Fig. 1: run 1, routed clock nets over the placement
Scale bar: 50 microns.
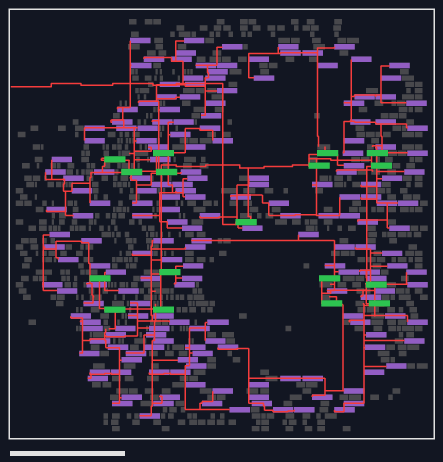
Fig. 2: run 1, clock nets
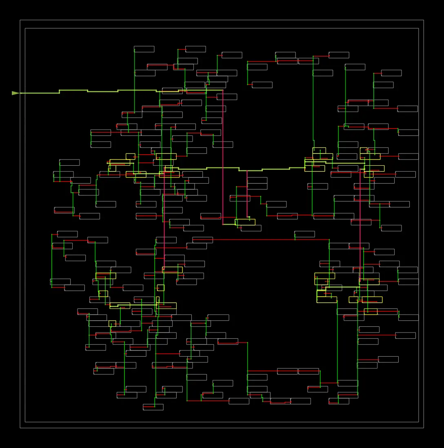
Fig. 3: run 1, wiring by layer
Scale bar: 50 microns.
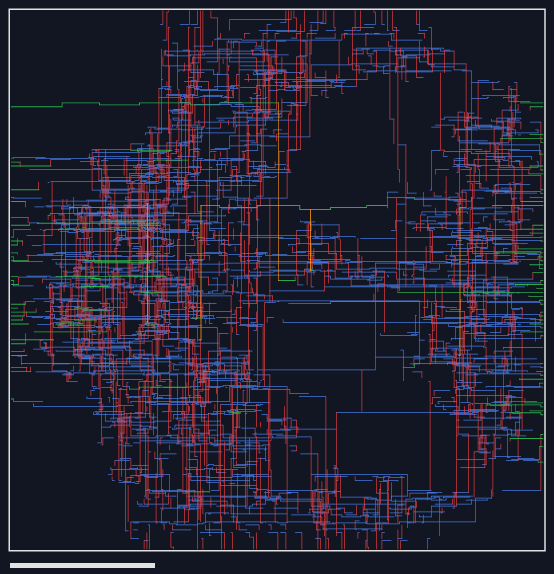
==> src/rtl/fetch_pkg.sv <==
// fetch_pkg
//   Shared definitions for the instruction fetch slice.
//   - FIFO_DEPTH / FIFO_PTR_W / FIFO_CNT_W : sizing of the response buffer
//   - FETCH_DATA_WIDTH                     : instruction width carried in a buffer entry
//   - fetch_state_t                        : fetch FSM states (IDLE, RUN)
//   - fetch_entry_t                        : one buffered response {pc, inst}
//   - ENTRY_W                              : flat width of fetch_entry_t for port transport
//   - align_pc()                           : force a byte PC onto a word boundary
package fetch_pkg;

   localparam int FIFO_DEPTH       = 2;
   localparam int FIFO_PTR_W       = $clog2(FIFO_DEPTH);
   localparam int FIFO_CNT_W       = $clog2(FIFO_DEPTH + 1);
   localparam int FETCH_DATA_WIDTH = 32;

   typedef enum logic {
      IDLE = 1'b0,
      RUN  = 1'b1
   } fetch_state_t;

   typedef struct packed {
      logic [31:0]                 pc;
      logic [FETCH_DATA_WIDTH-1:0] inst;
   } fetch_entry_t;

   localparam int ENTRY_W = $bits(fetch_entry_t);

   function automatic logic [31:0] align_pc(input logic [31:0] pc);
      return {pc[31:2], 2'b00};
   endfunction

endpackage

==> src/rtl/fetch_skid_fifo.sv <==
// fetch_skid_fifo
//   Two-entry response buffer between the instruction memory and the consumer.
//   The head entry is always visible on o_head; o_count tells how many entries
//   are valid.
//   Ports:
//     clk          : clock, rising edge
//     rst          : asynchronous active-low reset, empties the buffer
//     i_push       : write i_push_entry at the tail
//     i_push_entry : flattened fetch_entry_t to store
//     i_pop        : drop the head entry
//     i_flush      : discard every entry (wins over push and pop)
//     o_head       : flattened fetch_entry_t at the head
//     o_count      : number of valid entries (0..FIFO_DEPTH)
module fetch_skid_fifo
   import fetch_pkg::*;
(
   input  logic                  clk,
   input  logic                  rst,
   input  logic                  i_push,
   input  logic [ENTRY_W-1:0]    i_push_entry,
   input  logic                  i_pop,
   input  logic                  i_flush,
   output logic [ENTRY_W-1:0]    o_head,
   output logic [FIFO_CNT_W-1:0] o_count
);

   logic [ENTRY_W-1:0]    r_entry [FIFO_DEPTH];
   logic [FIFO_PTR_W-1:0] r_wr_ptr;
   logic [FIFO_PTR_W-1:0] r_rd_ptr;
   logic [FIFO_CNT_W-1:0] r_count;
   logic                  w_do_push;
   logic                  w_do_pop;

   // A pop on an empty buffer is ignored. A push into a full buffer is only
   // accepted when the head leaves on the same edge, so nothing is ever lost.
   assign w_do_pop  = i_pop && (r_count != '0);
   assign w_do_push = i_push && ((r_count != FIFO_CNT_W'(FIFO_DEPTH)) || w_do_pop);

   always_ff @(posedge clk or negedge rst) begin
      if (!rst) begin
         for (int i = 0; i < FIFO_DEPTH; i++) begin
            r_entry[i] <= '0;
         end
      end else if (w_do_push && !i_flush) begin
         r_entry[r_wr_ptr] <= i_push_entry;
      end
   end

   always_ff @(posedge clk or negedge rst) begin
      if (!rst) begin
         r_wr_ptr <= '0;
         r_rd_ptr <= '0;
         r_count  <= '0;
      end else if (i_flush) begin
         r_wr_ptr <= '0;
         r_rd_ptr <= '0;
         r_count  <= '0;
      end else begin
         if (w_do_push) begin
            r_wr_ptr <= r_wr_ptr + FIFO_PTR_W'(1);
         end
         if (w_do_pop) begin
            r_rd_ptr <= r_rd_ptr + FIFO_PTR_W'(1);
         end
         case ({w_do_push, w_do_pop})
            2'b10:   r_count <= r_count + FIFO_CNT_W'(1);
            2'b01:   r_count <= r_count - FIFO_CNT_W'(1);
            default: r_count <= r_count;
         endcase
      end
   end

   assign o_head  = r_entry[r_rd_ptr];
   assign o_count = r_count;

endmodule

==> src/rtl/fetch_unit.sv <==
// fetch_unit
//   Sequential instruction fetcher with redirect support. Issues word reads to
//   a registered (one-cycle latency) instruction memory, buffers up to two
//   responses and presents them on a valid/ready interface.
//   Ports:
//     clk        : clock, rising edge
//     rst        : asynchronous active-low reset
//     fetchEn    : permits new memory reads
//     redirect   : one-cycle pulse, flush and restart at redirectPc
//     redirectPc : new byte PC (bits [1:0] ignored)
//     memEn      : memory enable, identical to memR
//     memR       : memory read strobe
//     memRAddr   : memory word address, pc[ADDR_WIDTH+1:2]
//     memOut     : memory read data, valid the cycle after memR
//     instValid  : inst/instPc hold a valid instruction
//     instReady  : consumer accepts the instruction this cycle
//     inst       : instruction word
//     instPc     : byte PC of inst
//   DATA_WIDTH must not exceed FETCH_DATA_WIDTH, the width a buffer entry carries.
module fetch_unit
   import fetch_pkg::*;
#(
   parameter int          ADDR_WIDTH = 4,
   parameter int          DATA_WIDTH = 32,
   parameter logic [31:0] RESET_PC   = 32'h0000_0000
)
(
   input  logic                  clk,
   input  logic                  rst,
   input  logic                  fetchEn,
   input  logic                  redirect,
   input  logic [31:0]           redirectPc,
   output logic                  memEn,
   output logic                  memR,
   output logic [ADDR_WIDTH-1:0] memRAddr,
   input  logic [DATA_WIDTH-1:0] memOut,
   output logic                  instValid,
   input  logic                  instReady,
   output logic [DATA_WIDTH-1:0] inst,
   output logic [31:0]           instPc
);

   fetch_state_t          r_state;
   logic [31:0]           r_pc;
   logic                  r_in_flight;
   logic [31:0]           r_in_flight_pc;

   logic [FIFO_CNT_W-1:0] w_fifo_count;
   logic [FIFO_CNT_W:0]   w_occupancy;
   logic [ENTRY_W-1:0]    w_head_raw;
   logic [ENTRY_W-1:0]    w_push_raw;
   fetch_entry_t          w_head;
   fetch_entry_t          w_push_entry;
   logic                  w_pop;
   logic                  w_push;
   logic                  w_issue;

   assign w_pop = instValid & instReady;

   // Slots that will be committed after this edge: buffered entries plus the
   // response on its way, minus the head leaving now. A new read is allowed
   // only if its response is guaranteed a slot when it lands.
   assign w_occupancy = {1'b0, w_fifo_count}
                      + {{FIFO_CNT_W{1'b0}}, r_in_flight}
                      - {{FIFO_CNT_W{1'b0}}, w_pop};

   assign w_issue = (r_state == RUN) && fetchEn && !redirect
                    && (w_occupancy < (FIFO_CNT_W + 1)'(FIFO_DEPTH));

   assign memR     = w_issue;
   assign memEn    = w_issue;
   assign memRAddr = r_pc[ADDR_WIDTH+1:2];

   // A response landing in the redirect cycle belongs to the old stream.
   assign w_push = r_in_flight && !redirect;

   always_comb begin
      w_push_entry      = '0;
      w_push_entry.pc   = r_in_flight_pc;
      w_push_entry.inst = FETCH_DATA_WIDTH'(memOut);
   end

   assign w_push_raw = w_push_entry;
   assign w_head     = fetch_entry_t'(w_head_raw);

   fetch_skid_fifo u_fifo (
      .clk          (clk),
      .rst          (rst),
      .i_push       (w_push),
      .i_push_entry (w_push_raw),
      .i_pop        (w_pop),
      .i_flush      (redirect),
      .o_head       (w_head_raw),
      .o_count      (w_fifo_count)
   );

   assign instValid = (w_fifo_count != '0);
   assign inst      = instValid ? DATA_WIDTH'(w_head.inst) : '0;
   assign instPc    = instValid ? w_head.pc : '0;

   always_ff @(posedge clk or negedge rst) begin
      if (!rst) begin
         r_state        <= IDLE;
         r_pc           <= RESET_PC;
         r_in_flight    <= 1'b0;
         r_in_flight_pc <= '0;
      end else begin
         case (r_state)
            IDLE:    if (fetchEn)  r_state <= RUN;
            RUN:     if (!fetchEn) r_state <= IDLE;
            default: r_state <= IDLE;
         endcase

         if (redirect) begin
            r_pc <= align_pc(redirectPc);
         end else if (w_issue) begin
            r_pc <= r_pc + 32'd4;
         end

         r_in_flight <= w_issue;
         if (w_issue) begin
            r_in_flight_pc <= r_pc;
         end
      end
   end

endmodule

==> config.mk <==
export PLATFORM = sky130hd
export DESIGN_NAME = fetch_unit
export DESIGN_NICKNAME = d
export VERILOG_FILES = /design/src/rtl/fetch_pkg.sv /design/src/rtl/fetch_skid_fifo.sv /design/src/rtl/fetch_unit.sv
export SDC_FILE = /design/constraint.sdc
export NUM_CORES = 1
export LEC_CHECK = 0
export CAP_MARGIN = 30
export CORE_AREA = 2 2 182 184
export CTS_CLUSTER_DIAMETER = 30
export DETAILED_ROUTE_END_ITERATION = 7
export DIE_AREA = 0 0 184 186
export HOLD_SLACK_MARGIN = 0.02
export SLEW_MARGIN = 25
export SYNTH_ARGS = -nofsm -noshare
export SYNTH_HDL_FRONTEND = slang
export SYNTH_HIERARCHICAL = 1
export SYNTH_SLANG_ARGS = --single-unit
==> constraint.sdc <==
create_clock -name clk -period 8.1 [get_ports clk]
set_input_delay 1.62 -clock clk [delete_from_list [all_inputs] [get_ports clk]]
set_output_delay 1.62 -clock clk [all_outputs]
set_load 0.01 [all_outputs]
==> metrics.json, run 1 <==
{
  "r2r-start": "u_fifo/o_count[1]$_DFFE_PN0P_",
  "largest_family_of_logic_cells_by_area": "multiplexers",
  "final_layout_top_logic_cell": "sky130_fd_sc_hd__dfrtp_1",
  "worst_path_max_delay_cell": "sky130_fd_sc_hd__clkdlybuf4s50_1",
  "grt_pass1_vias": 6515,
  "regToRegSetupSlack_ns": 3.89,
  "xor_area_frac": 0.004587,
  "min_tclk_post_route_ns": 5.994,
  "final.period_utilization": 0.7399,
  "seq_area_frac": 0.4101,
  "post_synth_ao_oa_area_fraction": 0.04771,
  "fraction_of_final_layout_cells_with_drive_strength_greater_than_1": 0.2701,
  "timing.critical_path.arrival_ns": 4.37,
  "inv_count": 7,
  "status": "complete, no violations",
  "yosysChipArea_sq_um": 9547,
  "synth.cells.most_frequent": "sky130_fd_sc_hd__dfrtp_1, sky130_fd_sc_hd__mux2_2, sky130_fd_sc_hd__nand2_1",
  "detail_route.iter0.violations": 332,
  "seq_power_mw": 1.22,
  "cts_sinks": 194,
  "switchingPower_uw": 677.2,
  "synthDistinctLibCells": 59,
  "clk_pin_slew_ns": 0.08,
  "setup_slack_ns": 2.106,
  "worst_path_bufs_invs": 3,
  "clock_area_frac": 0.04977,
  "setup_repair_after_global_routing_missed_its_margin": "false",
  "edf_count": 0,
  "clock.fmax_mhz": 166.8,
  "fin_skew_ns": 0.01094,
  "biggestCellCategory": "flip-flops and latches",
  "clock_tree.buffer_depth": 2,
  "synth.ff_latch_count": 194,
  "kind_of_end_point_of_the_critical_path": "primary output",
  "powerDensity_nw_per_um2": 208.3,
  "yosysWarnings": 6,
  "worstPathCellList": "clkdlybuf4s50_1, and2_1, ha_1, nand2b_1, fa_1, xnor2_1, nand2_1, inv_1, clkdlybuf4s50_1",
  "sw_share": 0.2746,
  "endpoint_worst_hold": "r_in_flight_pc[31]$_DFFE_PN0P_",
  "warning_count": 28,
  "std_cell_rows": 66,
  "cts_tree": "yes",
  "flip_flop_count_of_the_largest_register_all_copies_and_words_added": 128,
  "chip_area_sq_um": 34220,
  "final.setup.tns_ns": 0,
  "pg_comb_uw": 394,
  "hp-class": "reg -> reg",
  "p_int_mw": 1.789,
  "port_buffers": 137,
  "area_delta_synth_final_pct": 24.04,
  "place.gp.congestion": 0.8224,
  "required_ns": 6.48,
  "cts_repair_resize_count": 0,
  "share_clk_of_total_power": 0.347,
  "ff2ff_path_depth": 10,
  "setup-violations-final": 0,
  "area.sequential_sq_um": 4856,
  "max_slew.worst_pin.slew_ns": 0.8077,
  "drcViolationCount": 0,
  "async_reset_ff_frac": 1.000,
  "final_design_area_no_fill_sq_um": 11840,
  "gr-total-overflow": 0,
  "rr_endpoint": "r_pc[20]$_DFFE_PN0P_",
  "drv_slew": 0,
  "cts-htree-levels": 4,
  "hold_start": "r_in_flight_pc[31]$_DFFE_PN0P_",
  "antenna_found_initial": 0,
  "critPathMostFrequentCell": "sky130_fd_sc_hd__clkdlybuf4s50_1",
  "grt_first_pass_wirelength_microns": 36150,
  "postSynthSeqShare": 0.5085,
  "mux_share": 0.2499,
  "non_clock_buffer_area_share": 0.1242,
  "worstHoldPathCells": 2,
  "routed_wire_per_std_cell_microns": 16.91,
  "cts.repair_timing.setup_buffer_count": 0,
  "dp_hpwl_microns": 14450,
  "drv_cap": 0,
  "totalPowerFinal_mw": 2.466,
  "combinational_gates": 541
}
Back to the opening pictures, Fig. 1:
[flip-flops] purple | count: 194
[clock-net drivers] green | count: 17
[clock wires] red | length: 2,690 microns
routed clock nets: 18
flops lie: all over the die

Back to the opening pictures, Fig. 2:
TritonCTS buffer count: 17
power attributed to the clock group: 855 uW
sequential cell count: 194
clk ins delay skew pair: 0.44 ns

Back to the opening pictures, Fig. 3:
[M2] red | wire length: 10,000 microns
[M1] blue | wire length: 11,100 microns
[M4] orange | wire length: 220 microns
[M3] green | wire length: 1,140 microns

-- run 1: layer usage --
metal | vias up | wire length (microns) | GRT usage
met5 | - | 0 | 0
met4 | 0 | 220 | 0.03392
met1 | 3154 | 11110 | 0.1911
li1 | 3045 | - | -
met3 | 11 | 1137 | 0.03248
met2 | 178 | 10020 | 0.2072
-- run 1: through the flow --
stage | util | std cells
final | 0.3677 | 1330
after global routing | 0.3677 | 1330
after CTS | 0.3676 | 1330
after detailed placement | 0.3493 | 1298
after global placement | 0.3486 | 1297
after floorplan | - | 796
-- run 1: worst max path at each step --
stage,start,to,slack [ns],cells past startpoint
after global placement,instReady,memEn,2.13,9
after global routing,instReady,memR,1.92,9
final,instReady,memR,2.11,9
after detailed placement,instReady,memR,2.17,9
after floorplan,instReady,memR,2.49,10
after CTS,instReady,memR,2.15,9
==> run 1 -> run 2 <==
==> constraint.sdc (replaced) <==
create_clock -name clk -period 5.8 [get_ports clk]
set_input_delay 1.16 -clock clk [delete_from_list [all_inputs] [get_ports clk]]
set_output_delay 1.16 -clock clk [all_outputs]
set_load 0.01 [all_outputs]
Fig. 4: run 2, routed clock nets over the placement
Scale bar: 50 microns.
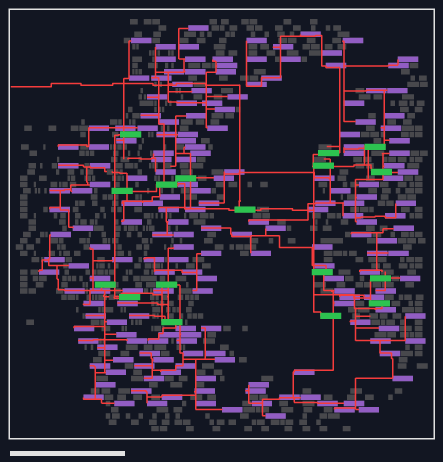
[clock wires] red | length: 2,730 microns
[clock-net drivers] green | count: 17
[flip-flops] purple | count: 194
routed clock nets: 18

==> run 2 against run 1 <==
Against the previous run: clock power grew 42%; cell count unchanged; non-clock buffer count did not move; design area up 0.21%; via count rose by 1.2%; worst setup slack worse by 1.4 ns; flip-flop count unchanged; die area unchanged; first-iteration DRC count down 5.1%; synthesized cell count unchanged; sequential share of layout area is 0.086 points lower; critical path depth unchanged; largest power group unchanged; highest routed layer unchanged.
==> metrics.json, run 2 <==
{
  "status": {"value": "complete, no violations", "change": "unchanged"},
  "cts_tree": {"value": "yes", "change": "unchanged"},
  "final_layout_top_logic_cell": {"value": "sky130_fd_sc_hd__dfrtp_1", "change": "unchanged"},
  "async_reset_ff_frac": {"value": 1.000, "change": "unchanged"},
  "seq_power": {"value": 1.70, "unit": "mW", "change": "was 1.22 mW"},
  "rr_endpoint": {"value": "r_pc[20]$_DFFE_PN0P_", "change": "unchanged"},
  "final.setup.tns": {"value": 0, "unit": "ns", "change": "unchanged"},
  "grt_util_met1": {"value": 0.1896, "change": "was 0.1911"},
  "setup_slack": {"value": 0.7305, "unit": "ns", "change": "was 2.106 ns"},
  "worstHoldPathCells": {"value": 2, "change": "unchanged"},
  "pg_comb": {"value": 551, "unit": "uW", "change": "was 394 uW"},
  "std_cell_rows": {"value": 66, "change": "unchanged"},
  "edf_count": {"value": 0, "change": "unchanged"},
  "place.gp.congestion": {"value": 0.7957, "change": "was 0.8224"},
  "drcViolationCount": {"value": 0, "change": "unchanged"},
  "met2RoutedLength": {"value": 10030, "unit": "microns", "change": "was 10,020 microns"},
  "highest-signal-layer": {"value": "met4", "change": "unchanged"},
  "max_slew.worst_pin.slew": {"value": 0.8862, "unit": "ns", "change": "was 0.8077 ns"},
  "final.period_utilization": 0.8741,
  "worstPathCellList": {"value": "clkdlybuf4s50_1, and2_1, ha_1, nand2b_1, fa_1, and4b_1, nand2_1, inv_1, clkdlybuf4s50_1", "change": "was clkdlybuf4s50_1, and2_1, ha_1, nand2b_1, fa_1, xnor2_1, nand2_1, inv_1, clkdlybuf4s50_1"},
  "routed_wire_per_std_cell": {"value": 16.82, "unit": "microns", "change": "was 16.91 microns"},
  "met3RoutedLength": {"value": 1003, "unit": "microns", "change": "was 1137 microns"},
  "required": {"value": 4.64, "unit": "ns", "change": "was 6.48 ns"},
  "worst_setup_path_endpoint": {"value": "memR", "change": "unchanged"},
  "port_buffers": {"value": 137, "change": "unchanged"},
  "final_design_area_no_fill": {"value": 11870, "unit": "sq um", "change": "was 11,840 sq um"},
  "tritoncts_buffer_count": {"value": 17, "change": "unchanged"},
  "groute.layer.met3.usage": {"value": 0.02857, "change": "was 0.03248"},
  "setup_repair_after_global_routing_missed_its_margin": {"value": "false", "change": "unchanged"},
  "kind_of_end_point_of_the_critical_path": {"value": "primary output", "change": "unchanged"},
  "cts.repair_timing.setup_buffer_count": {"value": 0, "change": "unchanged"},
  "gr-total-overflow": {"value": 0, "change": "unchanged"},
  "crit_cells": {"value": 9, "change": "unchanged"},
  "postSynthSeqShare": {"value": 0.5085, "change": "unchanged"},
  "share_clk_of_total_power": {"value": 0.350, "change": "was 0.347"},
  "min_tclk_post_route_ns": 5.070,
  "top_usage_layer": {"value": "met2", "change": "unchanged"},
  "dp_hpwl": {"value": 14330, "unit": "microns", "change": "was 14,450 microns"},
  "dp_cells": {"value": 1297, "change": "was 1,298"},
  "detail_route.iter0.violations": {"value": 315, "change": "was 332"},
  "switchingPower": {"value": 956.1, "unit": "uW", "change": "was 677.2 uW"},
  "antenna_found_initial": {"value": 0, "change": "unchanged"},
  "timing.critical_path.arrival": {"value": 3.91, "unit": "ns", "change": "was 4.37 ns"},
  "cts_repair_resize_count": {"value": 0, "change": "unchanged"},
  "warning_count": {"value": 29, "change": "was 28"},
  "fraction_of_final_layout_cells_with_drive_strength_greater_than_1": {"value": 0.2701, "change": "unchanged"},
  "synthDistinctLibCells": {"value": 59, "change": "unchanged"},
  "post_layout_util": {"value": 0.3685, "change": "was 0.3677"},
  "area_delta_synth_final": {"value": 24.30, "unit": "%", "change": "was 24.04%"}
}
Fig. 5: run 2, clock nets
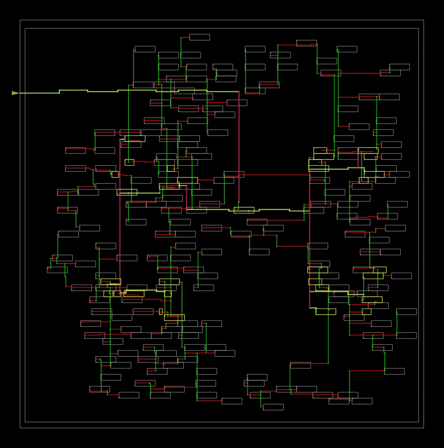
CTS sink cnt: 194
post-route clock skew: 0.01366 ns
power attributed to the clock group: 1.21 mW
Clock buffer cells: 18

[run 2: cell counts after synthesis]
No cell type changed its count.
[run 2: area by class of cell]
cell class	count	area, sq um	share of cell area
sequential	194	4856	0.4092
clock buffer	18	429.2	0.03617
clock inverter	14	177.7	0.01497
multi-input combinational	541	4389	0.3699
timing repair buffer	148	1478	0.1245
tap	408	510.5	0.04302
inverter	7	26.28	0.002214
[run 2: kinds of logic (layout without fill, tap and decap cells)]
kind of cell	count (synthesis)	after routing	share of synthesized area
AND-OR/OR-AND	60	60	0.04771
multiplexers	196	196	0.2499
buffers and inverters	61	187	0.03395
flip-flops	194	194	0.5085
AND/OR/NAND/NOR	273	273	0.1502
adder cells (fa/ha/maj)	3	3	0.004718
XOR/XNOR	5	5	0.004588
other	1	4	0.0003928
==> run 2 -> run 3 <==
--- a/config.mk
+++ b/config.mk
@@ -6,11 +6,13 @@
 export NUM_CORES = 1
 export LEC_CHECK = 0
 export CAP_MARGIN = 30
-export CORE_AREA = 2 2 182 184
+export CORE_AREA = 2 2 142 144
 export CTS_CLUSTER_DIAMETER = 30
 export DETAILED_ROUTE_END_ITERATION = 7
-export DIE_AREA = 0 0 184 186
+export DIE_AREA = 0 0 144 146
 export HOLD_SLACK_MARGIN = 0.02
+export PLACE_DENSITY = 0.73
+export SKIP_LAST_GASP = 1
 export SLEW_MARGIN = 25
 export SYNTH_ARGS = -nofsm -noshare
 export SYNTH_HDL_FRONTEND = slang
Fig. 6: run 3, routed clock nets over the placement
Scale bar: 50 microns.
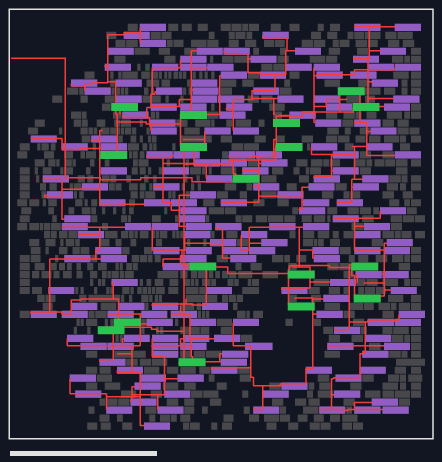
[flip-flops] purple | count: 194
[clock wires] red | length: 2,250 microns
[clock-net drivers] green | count: 17
routed clock nets: 18

==> run 3 against run 2 <==
Against the previous run: clock-buffer cell count increased by 2; global-route usage up 6.6 points; first-iteration DRC count increased by 22%; sequential power hardly changed; worst hold slack worse by 0.0037 ns; clock skew down 0.0019 ns; design area fell by 1.1%; die area shrank 39%; register-to-register slack got worse by 0.06 ns; combinational power is 0.7% lower; largest power group unchanged; highest routed layer unchanged.
==> metrics.json, run 3 <==
{
  "seq_power": {"value": 1.70, "unit": "mW", "change": "about the same"},
  "min_tclk_post_route": {"value": 5.037, "unit": "ns", "change": "was 5.070 ns"},
  "final_design_area_no_fill": {"value": 11730, "unit": "sq um", "change": "was 11,870 sq um"},
  "inv_count": {"value": 7, "change": "unchanged"},
  "edf_count": {"value": 0, "change": "unchanged"},
  "worst_path_max_delay_cell": {"value": "sky130_fd_sc_hd__clkdlybuf4s50_1", "change": "unchanged"},
  "p_int": {"value": 2.681, "unit": "mW", "change": "was 2.501 mW"},
  "yosysChipArea": {"value": 9547, "unit": "sq um", "change": "unchanged"},
  "tritoncts_buffer_count": {"value": 17, "change": "unchanged"},
  "post_layout_util": {"value": 0.6069, "change": "was 0.3685"},
  "yosys.area_share.simple": {"value": 0.1502, "change": "unchanged"},
  "crit_cells": {"value": 9, "change": "unchanged"},
  "xor_area_frac": {"value": 0.004587, "change": "unchanged"},
  "antenna_found_initial": {"value": 0, "change": "unchanged"},
  "grt_pass1_vias": {"value": 6371, "change": "was 6,496"},
  "async_reset_ff_frac": {"value": 1.000, "change": "unchanged"},
  "cts_tree": {"value": "yes", "change": "unchanged"},
  "synthDistinctLibCells": {"value": 59, "change": "unchanged"},
  "hold_start": {"value": "r_in_flight_pc[8]$_DFFE_PN0P_", "change": "was r_in_flight_pc[14]$_DFFE_PN0P_"},
  "grt_first_pass_wirelength": {"value": 33360, "unit": "microns", "change": "was 36,020 microns"},
  "cts-htree-levels": {"value": 4, "change": "unchanged"},
  "area.sequential": {"value": 4856, "unit": "sq um", "change": "unchanged"},
  "final.setup.tns": {"value": 0, "unit": "ns", "change": "unchanged"},
  "clock_area_frac": {"value": 0.05598, "change": "was 0.05114"},
  "port_buffers": {"value": 137, "change": "unchanged"},
  "largest_family_of_logic_cells_by_area": {"value": "multiplexers", "change": "unchanged"},
  "grt_util_met1": {"value": 0.2890, "change": "was 0.1896"},
  "combAreaFraction": {"value": 0.3737, "change": "was 0.3699"},
  "rr_endpoint": {"value": "r_pc[20]$_DFFE_PN0P_", "change": "unchanged"},
  "clk_pin_slew": {"value": 0.06, "unit": "ns", "change": "was 0.08 ns"},
  "gr-total-overflow": {"value": 0, "change": "unchanged"},
  "cts_repair_resize_count": {"value": 0, "change": "unchanged"},
  "multiInputGateArea": {"value": 4385, "unit": "sq um", "change": "was 4389 sq um"},
  "drv_slew": {"value": 0, "change": "unchanged"},
  "cts_sinks": {"value": 194, "change": "unchanged"},
  "finalNonFillerCells": {"value": 1187, "change": "was 1,330"},
  "chip_area": {"value": 21020, "unit": "sq um", "change": "was 34,220 sq um"},
  "biggestCellCategory": {"value": "flip-flops and latches", "change": "unchanged"},
  "max_slew.worst_pin.slew": {"value": 0.9376, "unit": "ns", "change": "was 0.8862 ns"},
  "sw_share": {"value": 0.2434, "change": "was 0.2766"},
  "detail_route.iter0.violations": {"value": 384, "change": "was 315"},
  "non_clock_buffer_area_share": {"value": 0.1259, "change": "was 0.1245"},
  "clock.fmax": {"value": 198.5, "unit": "MHz", "change": "was 197.3 MHz"},
  "hp-class": {"value": "reg -> reg", "change": "unchanged"},
  "met3RoutedLength": {"value": 1203, "unit": "microns", "change": "was 1003 microns"},
  "drv_cap": {"value": 0, "change": "unchanged"},
  "yosysWarnings": {"value": 6, "change": "unchanged"},
  "r2r-start": {"value": "u_fifo/o_count[1]$_DFFE_PN0P_", "change": "unchanged"},
  "std_cell_rows": {"value": 51, "change": "was 66"},
  "top_usage_layer": {"value": "met2", "change": "unchanged"},
  "clock_latency": {"value": 0.43, "unit": "ns", "change": "was 0.44 ns"},
  "warning_count": {"value": 29, "change": "unchanged"},
  "powerDensity": {"value": 301.9, "unit": "nW/um^2", "change": "was 291.3 nW/um^2"},
  "fraction_of_final_layout_cells_with_drive_strength_greater_than_1": {"value": 0.2701, "change": "unchanged"},
  "tapcell.inserted": {"value": 265, "change": "was 408"},
  "final_layout_top_logic_cell": {"value": "sky130_fd_sc_hd__dfrtp_1", "change": "unchanged"},
  "clock_tree.buffer_depth": {"value": 2, "change": "unchanged"},
  "regToRegSetupSlack": {"value": 2.09, "unit": "ns", "change": "was 2.15 ns"},
  "share_clk_of_total_power": {"value": 0.364, "change": "was 0.350"},
  "endpoint_worst_hold": {"value": "r_in_flight_pc[8]$_DFFE_PN0P_", "change": "was r_in_flight_pc[14]$_DFFE_PN0P_"},
  "setup_slack": {"value": 0.7628, "unit": "ns", "change": "was 0.7305 ns"},
  "worstPathCellList": {"value": "clkdlybuf4s50_1, and2_1, ha_1, nand2b_1, fa_1, and4b_1, nand2_1, inv_1, clkdlybuf4s50_1", "change": "unchanged"},
  "ff2ff_path_depth": {"value": 9, "change": "unchanged"},
  "drcViolationCount": {"value": 0, "change": "unchanged"},
  "dp_cells": {"value": 1153, "change": "was 1,297"},
  "setup-violations-final": {"value": 0, "change": "unchanged"},
  "cts.repair_timing.setup_buffer_count": {"value": 0, "change": "unchanged"},
  "startpoint": {"value": "instReady", "change": "unchanged"},
  "worst_setup_path_endpoint": {"value": "memEn", "change": "was memR"},
  "combinational_gates": {"value": 541, "change": "unchanged"},
  "gr-usage-met2": {"value": 0.3048, "change": "was 0.2069"},
  "status": {"value": "complete, no violations", "change": "unchanged"},
  "routed_wire_per_std_cell": {"value": 17.46, "unit": "microns", "change": "was 16.82 microns"},
  "post_synth_fa_ha_maj_area_fraction": {"value": 0.004718, "change": "unchanged"},
  "area_delta_synth_final": {"value": 22.91, "unit": "%", "change": "was 24.30%"},
  "kind_of_end_point_of_the_critical_path": {"value": "primary output", "change": "unchanged"},
  "mux_share": {"value": 0.2499, "change": "unchanged"},
  "highest-signal-layer": {"value": "met4", "change": "unchanged"},
  "flip_flop_count_of_the_largest_register_all_copies_and_words_added": {"value": 128, "change": "unchanged"},
  "clock_buffers": {"value": 20, "change": "was 18"},
  "clk-power": {"value": 1.29, "unit": "mW", "change": "was 1.21 mW"},
  "post_synth_ao_oa_area_fraction": {"value": 0.04771, "change": "unchanged"},
  "synth.cells.most_frequent": {"value": "sky130_fd_sc_hd__dfrtp_1, sky130_fd_sc_hd__mux2_2, sky130_fd_sc_hd__nand2_1", "change": "unchanged"},
  "place.gp.congestion": {"value": 0.8130, "change": "was 0.7957"},
  "final.period_utilization": {"value": 0.8685, "change": "was 0.8741"}
}
Fig. 7: run 3, cell classes on the final placement
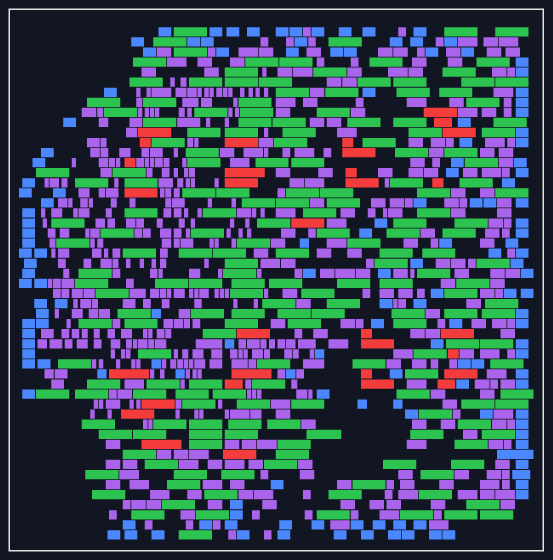
[remaining logic cells] purple | cells: 548
[registers] green | cells: 194
[clock drivers and dummy loads] red | cells: 32
[remaining buffers and delay cells] blue | cells: 148

run 3: cell types whose count changed in the layout (fill, tap and decap cells not counted):
| cell | before | now |
|---|---|---|
| sky130_fd_sc_hd__clkinv_8 | 6 | 0 |
| sky130_fd_sc_hd__bufinv_16 | 0 | 4 |
| sky130_fd_sc_hd__inv_8 | 4 | 0 |
| sky130_fd_sc_hd__clkbuf_8 | 1 | 4 |
| sky130_fd_sc_hd__clkinv_4 | 0 | 3 |
| sky130_fd_sc_hd__a21oi_1 | 4 | 5 |
| sky130_fd_sc_hd__a21oi_2 | 1 | 0 |
| sky130_fd_sc_hd__buf_4 | 10 | 9 |
| sky130_fd_sc_hd__clkbuf_1 | 1 | 0 |
| sky130_fd_sc_hd__clkbuf_4 | 0 | 1 |
| sky130_fd_sc_hd__inv_6 | 4 | 5 |
Power is estimated from default activity; no workload was simulated.
